--- config.mk ---
export PLATFORM = sky130hd
export DESIGN_NAME = ppu_bg_serializer
export DESIGN_NICKNAME = d
export VERILOG_FILES = /design/src/rtl/ppu_bg_serializer.sv
export SDC_FILE = /design/constraint.sdc
export NUM_CORES = 1
export LEC_CHECK = 0
export CAP_MARGIN = 40
export CORE_UTILIZATION = 50
export DETAILED_ROUTE_END_ITERATION = 6
export PLACE_DENSITY = 0.73
export SLEW_MARGIN = 10
export SYNTH_ARGS = -nofsm -noshare
export SYNTH_HDL_FRONTEND = slang
export SYNTH_SLANG_ARGS = --single-unit
--- constraint.sdc ---
create_clock -name i_clk -period 1.6 [get_ports i_clk]
set_clock_uncertainty 0.2 [all_clocks]
set_input_delay 0.24 -clock i_clk [delete_from_list [all_inputs] [get_ports i_clk]]
set_output_delay 0.24 -clock i_clk [all_outputs]
set_load 0.05 [all_outputs]
--- src/rtl/ppu_bg_serializer.sv ---
// Background pixel serializer: stages fetched tile bytes, reloads them into 16-bit pattern
// and 8-bit attribute shifters on tile boundaries, and emits one fine-X-selected pixel per dot.
module ppu_bg_serializer #(
  parameter int unsigned RELOAD_PHASE = 7
) (
  input  logic       i_clk,
  input  logic       i_reset_n,
  input  logic       i_shift,
  input  logic       i_sync,
  input  logic       i_pat_lo_load,
  input  logic [7:0] i_pat_lo,
  input  logic       i_pat_hi_load,
  input  logic [7:0] i_pat_hi,
  input  logic       i_attr_load,
  input  logic [1:0] i_attr,
  input  logic [2:0] i_fine_x,
  input  logic       i_clear_underrun,
  output logic [1:0] o_pixel,
  output logic [1:0] o_palette,
  output logic       o_stage_full,
  output logic       o_underrun,
  output logic [2:0] o_debug_phase
);

  logic [7:0]  stage_lo, stage_hi;
  logic [1:0]  stage_attr;
  logic        vld_lo, vld_hi, vld_attr;
  logic [15:0] shift_lo, shift_hi;
  logic [7:0]  attr_lo, attr_hi;
  logic        latch_lo, latch_hi;
  logic [2:0]  phase;
  logic        underrun;
  logic        stage_full;
  logic        reload;
  logic [3:0]  pix_idx;
  logic [2:0]  pal_idx;

  assign stage_full = vld_lo & vld_hi & vld_attr;
  assign reload     = i_shift && (phase == 3'(RELOAD_PHASE));

  always_ff @(posedge i_clk or negedge i_reset_n) begin
    if (!i_reset_n) begin
      stage_lo   <= '0;
      stage_hi   <= '0;
      stage_attr <= '0;
      vld_lo     <= 1'b0;
      vld_hi     <= 1'b0;
      vld_attr   <= 1'b0;
      shift_lo   <= '0;
      shift_hi   <= '0;
      attr_lo    <= '0;
      attr_hi    <= '0;
      latch_lo   <= 1'b0;
      latch_hi   <= 1'b0;
      phase      <= '0;
      underrun   <= 1'b0;
    end else begin
      // On a reload edge the shifted upper byte is kept and the staged byte fills the lower one.
      if (i_shift) begin
        if (reload) begin
          shift_lo <= {shift_lo[14:7], stage_lo};
          shift_hi <= {shift_hi[14:7], stage_hi};
        end else begin
          shift_lo <= {shift_lo[14:0], 1'b0};
          shift_hi <= {shift_hi[14:0], 1'b0};
        end
        attr_lo <= {attr_lo[6:0], latch_lo};
        attr_hi <= {attr_hi[6:0], latch_hi};
      end

      if (reload) begin
        latch_lo <= stage_attr[0];
        latch_hi <= stage_attr[1];
      end

      // A capture on the reload edge keeps its valid flag: set wins over clear.
      if (i_pat_lo_load) begin
        stage_lo <= i_pat_lo;
        vld_lo   <= 1'b1;
      end else if (reload) begin
        vld_lo <= 1'b0;
      end

      if (i_pat_hi_load) begin
        stage_hi <= i_pat_hi;
        vld_hi   <= 1'b1;
      end else if (reload) begin
        vld_hi <= 1'b0;
      end

      if (i_attr_load) begin
        stage_attr <= i_attr;
        vld_attr   <= 1'b1;
      end else if (reload) begin
        vld_attr <= 1'b0;
      end

      if (reload && !stage_full) begin
        underrun <= 1'b1;
      end else if (i_clear_underrun) begin
        underrun <= 1'b0;
      end

      if (i_sync) begin
        phase <= '0;
      end else if (i_shift) begin
        phase <= phase + 3'd1;
      end
    end
  end

  assign pix_idx = 4'd15 - {1'b0, i_fine_x};
  assign pal_idx = 3'd7 - i_fine_x;

  assign o_pixel       = {shift_hi[pix_idx], shift_lo[pix_idx]};
  assign o_palette     = {attr_hi[pal_idx], attr_lo[pal_idx]};
  assign o_stage_full  = stage_full;
  assign o_underrun    = underrun;
  assign o_debug_phase = phase;

endmodule
==> impl_metrics.json, run 1 <==
{
  "status": "complete, but fails checks",
  "violations": "negative setup slack",
  "htree_levels": 3,
  "drt_iter0_drc": 63,
  "clockBufferDepth": 2,
  "synthArstFlopShare": 1.00,
  "pg_comb_mw": 0.898,
  "first_pass_iters": 3,
  "drv_cap": 0,
  "top_cell": "dfrtp_1",
  "drc": 0,
  "power.switching_mw": 1.15,
  "p_sw_frac": 0.257,
  "fin_ws_ns": -0.497,
  "yosys_area_um2": 3190,
  "final_core_util": 0.699,
  "comb_area_um2": 1260,
  "path_clk_slew_ns": 0.08,
  "syn_area_um2": 3190,
  "grt.busiest_layer": "met2",
  "hold_viol_final": 0,
  "top_cells_by_count": "dfrtp_1 (75), mux2_2 (56), nor2_1 (17)",
  "clock_power_share": 0.292,
  "n_antenna_cell": 0,
  "syn_to_final_growth_pct": 32.3,
  "die_h_um": 81.8,
  "drt-met1-wl_mm": 2.40,
  "overflow": 0,
  "die_width_um": 81.8,
  "top_area_frac": 0.589,
  "seq_power_share": 0.507,
  "final_nets": 322,
  "grt_pass1_wl_mm": 9.11,
  "vias_per_cell": 5.20,
  "grtUsageMet2": 0.315,
  "core_area_um2": 6030,
  "crit_path_start_kind": "flop",
  "worstPathMaxFanout": 2,
  "rows": 28,
  "end_kind": "primary output",
  "path_class": "reg -> out",
  "antenna_found_initial": 0,
  "combPwrFrac": 0.201,
  "fp_util": 0.529,
  "top_layer": "met4",
  "mostFrequentLayoutCells": "dfrtp_1 (72), mux2_2 (50), buf_4 (36)",
  "fp_nets": 247,
  "wl_met2_mm": 2.79,
  "layout_min_cycle_time_ns": 2.10,
  "use_met3": 0.0678,
  "clkSinkCount": 75,
  "internal_power_mw": 3.32,
  "yosysWarnings": 0,
  "fin_tns_setup_ns": -1.87,
  "io_pins": 38,
  "finalWeightedCongestion": 0.690,
  "top_area_cell": "dfrtp_1",
  "cts_tree": "yes",
  "synth_cells": 216,
  "power_density_nw_per_um2": 1060,
  "io_buffers": 37,
  "critPathRequiredTime_ns": 1.16,
  "area_leaders": "dfrtp_1 (59%), mux2_2 (20%), mux4_1 (6.6%), mux2i_1 (5.0%), a21oi_1 (2.2%)",
  "numSynthFlops": 75,
  "peakVddDrop_mv": 0.789,
  "cts.repair.resized": 5,
  "power-top-group": "registers",
  "vias": 1930,
  "met1_usage": 0.230,
  "ant_nets": 0,
  "power_sequential_mw": 2.27,
  "route.met3.wl_um": 211,
  "postCtsSetupBuffers": 2,
  "fillers": 454,
  "warnings": 29,
  "hold_path_class": "in -> async",
  "drive_gt1_frac": 0.463,
  "arrival_ns": 1.66,
  "finalSetupViolations": 4,
  "finalMaxSlewViolations": 0,
  "fin_crit_sh": 1.31,
  "seqCellArea_um2": 1880,
  "ys_cells": 216,
  "dpl.cell_count": 350,
  "dieArea_um2": 6690,
  "cts-root-buf": "clkbuf_8",
  "synth_seq_share": 0.589,
  "synthFlopType": "dfrtp_1"
}
run 1: worst paths after layout:
| kind | start | end | cells past startpoint |
|---|---|---|---|
| min in group i_clk | i_shift | shift_hi[7] | 3 |
| max reg2reg | o_debug_phase[1] | shift_lo[3] | 5 |
| min | i_reset_n | attr_hi[7] | 2 |
| min reg2reg | vld_lo | vld_lo | 1 |
| max in group asynchronous | i_reset_n | attr_hi[1] | 3 |
| max | shift_hi[8] | o_pixel[1] | 3 |
run 1: cell type report:
cell class                 count  share of cell area
multi-input combinational    124               0.298
inverter                       3             0.00267
timing repair buffer          78               0.187
tap                           75              0.0223
sequential                    75               0.446
clock inverter                 4             0.00624
clock buffer                  12              0.0368
run 1: per-stage QoR:
stage	total power [mW]	hold WS, ns
after floorplan	2.75	-0.256
after global placement	3.14	-0.00396
after detailed placement	3.18	-0.00536
after CTS	4.52	0.161
after global routing	4.70	0.194
final	4.47	0.161
run 1: registers in the layout, indices dropped and copies added, names as in the netlist:
| name | flops |
|---|---|
| attr_lo | 8 |
| vld_hi | 1 |
| vld_attr | 1 |
| o_underrun | 1 |
| latch_hi | 1 |
| latch_lo | 1 |
| stage_lo | 8 |
| attr_hi | 8 |
| o_debug_phase | 3 |
| shift_hi | 16 |
| stage_hi | 8 |
| shift_lo | 16 |
| vld_lo | 1 |
| stage_attr | 2 |
run 1: kinds of logic after synthesis:
logic type	count (synthesis)	share of synthesized area
xor gates and xnor gates	1	0.00275
AOI/OAI and AO/OA	20	0.0342
adders and majority gates	2	0.00785
buffers and inverters	17	0.0255
DFF	75	0.589
and+or+nand+nor	21	0.0263
muxes	80	0.314
run 1: critical path: stages, from the launching register on:
cell and delay, ns:
dfrtp_1 0.40, mux4_2 0.49, mux2_4 0.28, buf_6 0.15
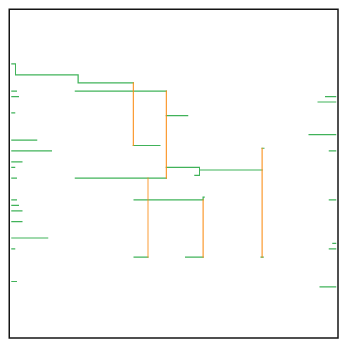
run_1/metal_stack.png
Drawn at 4 px/µm. Two of the layers only.
| layer | color | wire length |
|---|---|---|
| met3 | green | 212 µm |
| met4 | orange | 98.6 µm |
GRT Overall Usage: 0.191
DR WL/cell: 14.8 µm

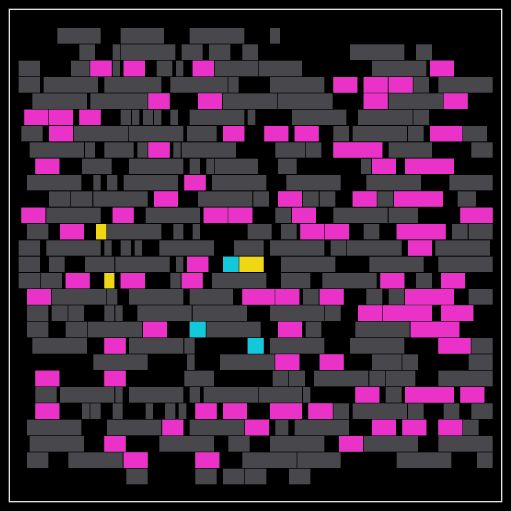
run_1/gate_families.png
Drawn at 6 px/µm.
| family | color | cells |
|---|---|---|
| AND-OR and OR-AND gates | cyan | 3 |
| multiplexers | magenta | 80 |
| NAND gates | yellow | 3 |
Non-Filler Instances: 371
most numerous logic cell after layout: dfrtp_1
Comb/total area: 0.298

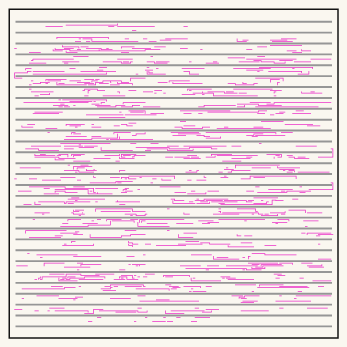
run_1/met1.png
Drawn at 4 px/µm. Supply wires on this layer in gray.
nets with wire on the layer: 281
main direction: horizontal
share of all routed wire: 44%
longest straight run: 18.9 µm

==> run 1 -> run 2 <==
Settings changed: ABC_AREA from default to 1, GPL_ROUTABILITY_DRIVEN from default to 0, PLACE_DENSITY 0.73 to 0.75.
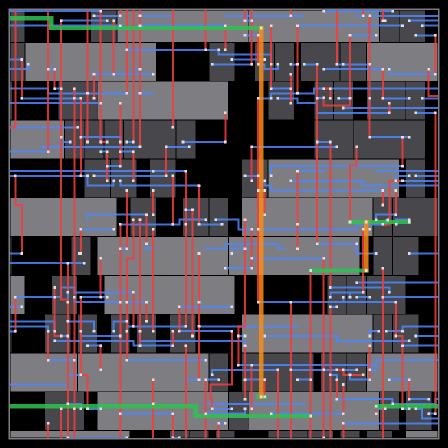
run_2/zoom.png
Region (27, 43) to (57, 73) µm. Cells in gray, sequential cells in the stronger gray; small squares are vias.
| layer | color |
|---|---|
| met4 | orange |
| met2 | red |
| met1 | blue |
| met3 | green |
most frequent: dfrtp_1 (17), nand2_1 (13), o21ai_0 (8)
sequential cells in the window: 17
netlist names of flops here include: attr_lo (6), shift_hi (4), stage_hi (3)
cells with their middle in the window: 70

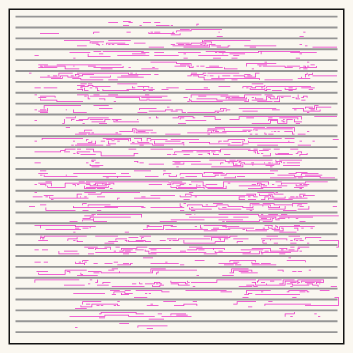
run_2/met1.png
Drawn at 4 px/µm. Supply wires on this layer in gray.
final WL: 6.50 mm
via count: 2682
met1 usage: 0.248

==> impl_metrics.json, run 2 <==
{
  "status": "complete, but fails checks",
  "violations": "negative setup slack",
  "top_cells_by_count": "nand2_1 (136), dfrtp_1 (75), inv_1 (55)",
  "critPathRequiredTime_ns": 1.16,
  "worstPathMaxFanout": 2,
  "grt.busiest_layer": "met2",
  "area_leaders": "dfrtp_1 (57%), nand2_1 (15%), o21ai_0 (7.9%), inv_1 (6.3%), nand3_1 (3.2%)",
  "top_cell": "nand2_1",
  "synthFlopType": "dfrtp_1",
  "top_regs": "shift_hi (16), shift_lo (16)",
  "synthAdderAreaFrac": 0.00758,
  "critPathBufInv": 2,
  "fillers": 511,
  "path_cells": "inv_1, nand2_1, nand3_1, nand2_1, nand2_1, nand2_2, buf_12",
  "yosys_area_um2": 3300,
  "finalMaxSlewViolations": 0,
  "r2r-start": "o_debug_phase[0]",
  "mux_area_frac": 0,
  "power-top-group": "registers",
  "synthArstFlopShare": 1.00,
  "clkSinkCount": 75,
  "use_met3": 0.0447,
  "cp_common_cell": "nand2_1",
  "fp_util": 0.520,
  "synth.logic.top_family": "simple AND/OR/NAND/NOR gates",
  "dpl.cell_count": 505,
  "instances_no_fill": 539,
  "end_kind": "primary output",
  "fin_tns_setup_ns": -0.481,
  "cts-root-buf": "clkbuf_8",
  "p_sw_frac": 0.246,
  "path_class": "reg -> out",
  "grt_pass1_wl_mm": 10.9,
  "min_to": "shift_lo[8]",
  "drc": 0,
  "finalSetupViolations": 4,
  "die_h_um": 83.3,
  "hold_path_class": "in -> reg",
  "syn_area_um2": 3300,
  "clock_power_share": 0.368,
  "r2r_cells": 5,
  "grtUsageMet2": 0.329,
  "internal_power_mw": 2.91,
  "max_stage_delay_ns": 0.38,
  "combPwrFrac": 0.121,
  "drv_cap": 0,
  "drive_gt1_frac": 0.208,
  "seq_power_share": 0.511,
  "power_density_nw_per_um2": 909,
  "die_width_um": 83.3,
  "final_core_util": 0.668,
  "warnings": 28,
  "fin_ws_ns": -0.158,
  "pg_comb_mw": 0.465,
  "wl_per_cell_um": 12.1,
  "whs_ns": 0.107,
  "power_sequential_mw": 1.97,
  "cts_tree": "yes",
  "drt_iter0_drc": 158,
  "arrival_ns": 1.32,
  "final_common_cell": "nand2_1",
  "cp_top_family": "flip-flops",
  "overflow": 0,
  "rows": 29,
  "layout_min_cycle_time_ns": 1.76,
  "synth_seq_share": 0.569,
  "yosysWarnings": 0,
  "numSynthFlops": 75,
  "holdCritStartpoint": "i_shift",
  "ant_nets": 0,
  "simple_gate_share": 0.190,
  "io_buffers": 37,
  "io_pins": 38,
  "final_nets": 488
}
run 2: cell count changes after synthesis, moves of 19 or more:
cell | previous run | this run
inv_1 | 3 | 55
o21ai_0 | 2 | 52
nand3_1 | 2 | 21
mux2_2 | 56 | 0
nand2_1 | 1 | 136
run 2: layout make-up:
cell class | count | area [µm²] | share of cell area
multi-input cells | 248 | 1170 | 0.275
well taps | 77 | 96.3 | 0.0227
flip-flops and latches | 75 | 1880 | 0.443
repair buffers | 66 | 688 | 0.162
clock inverters | 5 | 52.6 | 0.0124
inverters | 57 | 216 | 0.0510
clock buffers | 11 | 141 | 0.0333
run 2: timing repair:
action	in CTS	in global routing
gates cloned	0	0
resized	18	22
buffers inserted	6	11
hold endpoints to repair	75	0
hold buffers	1	0
pin swaps	0	6
setup endpoints to repair	9	15
run 2: worst min-delay path, delay by kind of cell:
kind            cells  cell delay [ns]
compound gates      1             0.09
buf+inv             2             0.27
run 2: cell families (layout without fill, tap and decap cells):
kind of cell / count (synthesis) / after routing
buffers and inverters: 76 / 139
adders and majority gates: 2 / 2
xor gates and xnor gates: 1 / 1
and+or+nand+nor: 159 / 159
DFF: 75 / 75
AOI/OAI and AO/OA: 86 / 86
run 2: worst max-delay path by stage:
stage	start	to	slack (ns)	cells after the start
final	attr_hi[4]	o_palette[1]	-0.16	7
after global routing	attr_hi[4]	o_palette[1]	-0.22	7
after CTS	attr_hi[2]	o_palette[1]	-0.10	7
after detailed placement	i_fine_x[0]	o_palette[0]	-0.30	8
after global placement	i_fine_x[0]	o_palette[0]	-0.29	8
after floorplan	o_debug_phase[0]	shift_hi[1]	0.004	6
run 2: metal layers:
metal,vias up,wire [µm]
li1,1367,-
met1,1239,2990
met2,65,3160
met3,11,244
met4,0,103
met5,-,0
Power and IR drop assume default switching activity.
